**src/rtl/mini_cpu_pkg.sv**
```systemverilog
// mini_cpu_pkg: shared datapath widths and memory-interface state encoding.
package mini_cpu_pkg;
  localparam int DEF_DATA_W = 32;
  localparam int DEF_ADDR_W = 9;
  typedef enum logic [1:0] {IDLE = 2'd0, RD = 2'd1, WR = 2'd2} memState_t;
endpackage

```
**src/rtl/mem_timeout_counter.sv**
```systemverilog
// mem_timeout_counter: counts unacknowledged request cycles, flags the last allowed one.
module mem_timeout_counter #(
  parameter int TIMEOUT = 16
) (
  input  logic clock,
  input  logic clear,
  input  logic restart,
  input  logic step,
  output logic expired
);
  localparam int CW = $clog2(TIMEOUT);
  logic [CW-1:0] count;
  always_ff @(posedge clock) begin
    if (clear || restart) count <= '0;
    else if (step) count <= count + 1'b1;
  end
  assign expired = count == CW'(TIMEOUT - 1);
endmodule

```
**src/rtl/mdr_mem_if.sv**
```systemverilog
// mdr_mem_if: MAR/MDR registers and req/ack RAM transaction FSM with timeout.
module mdr_mem_if
  import mini_cpu_pkg::*;
#(
  parameter int DATA_W  = DEF_DATA_W,
  parameter int ADDR_W  = DEF_ADDR_W,
  parameter int TIMEOUT = 16
) (
  input  logic              clock,
  input  logic              clear,
  input  logic [DATA_W-1:0] BusMuxOut,
  input  logic              MARin,
  input  logic              MDRin,
  input  logic              mem_read,
  input  logic              mem_write,
  output logic [DATA_W-1:0] BusMuxInMDR,
  output logic              mem_req,
  output logic              mem_we,
  output logic [ADDR_W-1:0] mem_addr,
  output logic [DATA_W-1:0] mem_wdata,
  input  logic [DATA_W-1:0] mem_rdata,
  input  logic              mem_ack,
  output logic              busy,
  output logic              done,
  output logic              mem_err
);
  memState_t state, nextState;
  logic [ADDR_W-1:0] mar;
  logic [DATA_W-1:0] mdr;
  logic idle, start, finish, expired;
  mem_timeout_counter #(.TIMEOUT(TIMEOUT)) timeoutCounter (
    .clock(clock),
    .clear(clear),
    .restart(start),
    .step(busy && !mem_ack),
    .expired(expired)
  );
  always_comb begin
    idle = state == IDLE;
    start = idle && (mem_read || mem_write);
    finish = !idle && (mem_ack || expired);
    nextState = start ? (mem_read ? RD : WR) : finish ? IDLE : state;
  end
  always_ff @(posedge clock) begin
    if (clear) begin
      state <= IDLE;
      mar <= '0;
      mdr <= '0;
      done <= 1'b0;
      mem_err <= 1'b0;
    end else begin
      state <= nextState;
      done <= finish;
      if (idle && MARin) mar <= BusMuxOut[ADDR_W-1:0];
      if (idle && MDRin) mdr <= BusMuxOut;
      else if (state == RD && mem_ack) mdr <= mem_rdata;
      // an ack on the terminal cycle still counts as success
      if (start) mem_err <= 1'b0;
      else if (finish && !mem_ack) mem_err <= 1'b1;
    end
  end
  assign mem_req = !idle;
  assign busy = !idle;
  assign mem_we = state == WR;
  assign mem_addr = mar;
  assign mem_wdata = mdr;
  assign BusMuxInMDR = mdr;
endmodule

```
**config.mk**
```make
export PLATFORM = sky130hd
export DESIGN_NAME = mdr_mem_if
export DESIGN_NICKNAME = d
export VERILOG_FILES = /design/src/rtl/mini_cpu_pkg.sv /design/src/rtl/mem_timeout_counter.sv /design/src/rtl/mdr_mem_if.sv
export SDC_FILE = /design/constraint.sdc
export NUM_CORES = 1
export LEC_CHECK = 0
export CAP_MARGIN = 10
export CORE_MARGIN = 2
export CORE_UTILIZATION = 39
export DETAILED_ROUTE_END_ITERATION = 8
export PLACE_DENSITY_LB_ADDON = 0.12
export SETUP_SLACK_MARGIN = 0.2
export SLEW_MARGIN = 20
export SYNTH_ARGS = -nofsm -noshare
export SYNTH_HDL_FRONTEND = slang
export SYNTH_SLANG_ARGS = --single-unit
```
**constraint.sdc**
```tcl
create_clock -name clock -period 1.79 [get_ports clock]
set_input_delay 0.2685 -clock clock [delete_from_list [all_inputs] [get_ports clock]]
set_output_delay 0.2685 -clock clock [all_outputs]
set_load 0.02 [all_outputs]
```
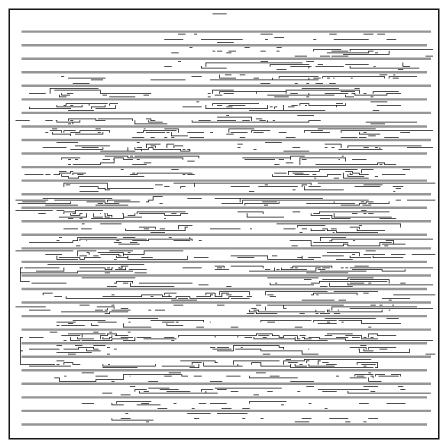
Fig. 1. Metal 1.
Supply wires on this layer in gray.
wire length on this layer: 3250 um
longest straight run: 27.6 um
share of all routed wire: 44%
Post-Route WL: 7.41 mm
met1 usage: 23.3%
via count: 2494

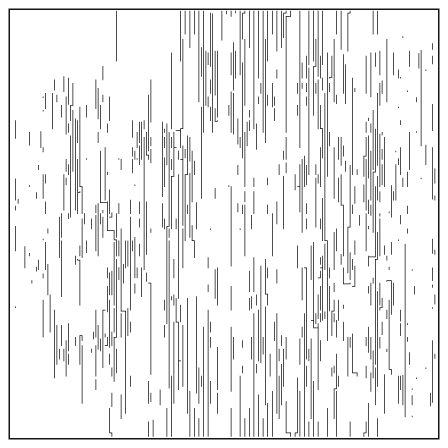
Fig. 2. M2 wires.
nets with wire on the layer: 431
wire length on this layer: 3500 um
longest straight run: 34.7 um
met2 Resource Use GR: 32.7%

==> flow_summary.yaml <==
# yosys + openroad results
worst_setup_path:
  arrival_ps: 1290
  criticalPathCategory: "flip-flop to output port"
  path_depth: 1
  slowest_stage: "clkdlybuf4s50_1"
  r2r_end: "BusMuxInMDR[27]"
  end_kind: "output port"
  cp.required_ps: 1520
power:
  switching_power_mw: 1.04
  p_seq_mw: 1.27
  pg_comb_mw: 1.16
  pwr_density_cell_mw_per_mm2: 794
min_path:
  hold_depth: 2
  holdCritPathClass: "input pin to flip-flop"
  hp-start: "clear"
flow_run:
  drv_cap: 0
floorplanning:
  fp_util_pct: 40.8
  dieArea_mm2: 0.00739
  rows: 29
  die_h_um: 85.9
logic_synthesis:
  synth_cells: 305
  simple_gate_share_pct: 15.7
  synth_cell_types: 32
  ys_seq_share_pct: 37.5
  synthTopCellsByCount: "nor2_1 (79), dfxtp_1 (49), inv_1 (35), buf_4 (33), a2111oi_2 (20)"
  fp_nets: 377
  mux_share_pct: 4.20
final_timing:
  timing.fmax_mhz: 642
  skew_ps: 3.72
  setup_viol: 0
  hold-worst-slack_ps: 316
cells_and_area:
  buffer_area_share_pct: 39.7
  antenna_cells: 0
  seq_cell_count: 49
placement:
  place_congestion: 0.786
status:
  outcome: "finished, final reports clean"
cts:
  hold_buffers: 0
  post_cts_buffers: 0
routing:
  drt_iter0_markers: 56
## per-stage QoR
step	worst slack [ps]	instances	setup TNS, ps	utilization (%)
6_report	232	500	0	66.2
5_1_grt	198	500	0	66.2
4_1_cts	191	499	0	63.9
3_5_place_dp	-142	491	-986	62.1
3_3_place_gp	-4.48	491	-16.8	62.1
2_1_floorplan	330	305	0	-
## metal layers
layer  global-route usage [%]  wire [um]
met5                        0          0
met4                     5.05        108
met3                     4.43        557
met2                     32.7       3500
met1                     23.3       3250
## sequential cells by signal, indices dropped and copies added (netlist names)
register              flops
done                      1
BusMuxInMDR              32
mem_err                   1
timeoutCounter.count      4
mem_addr                  9
state                     2
Power and IR drop assume default switching activity.
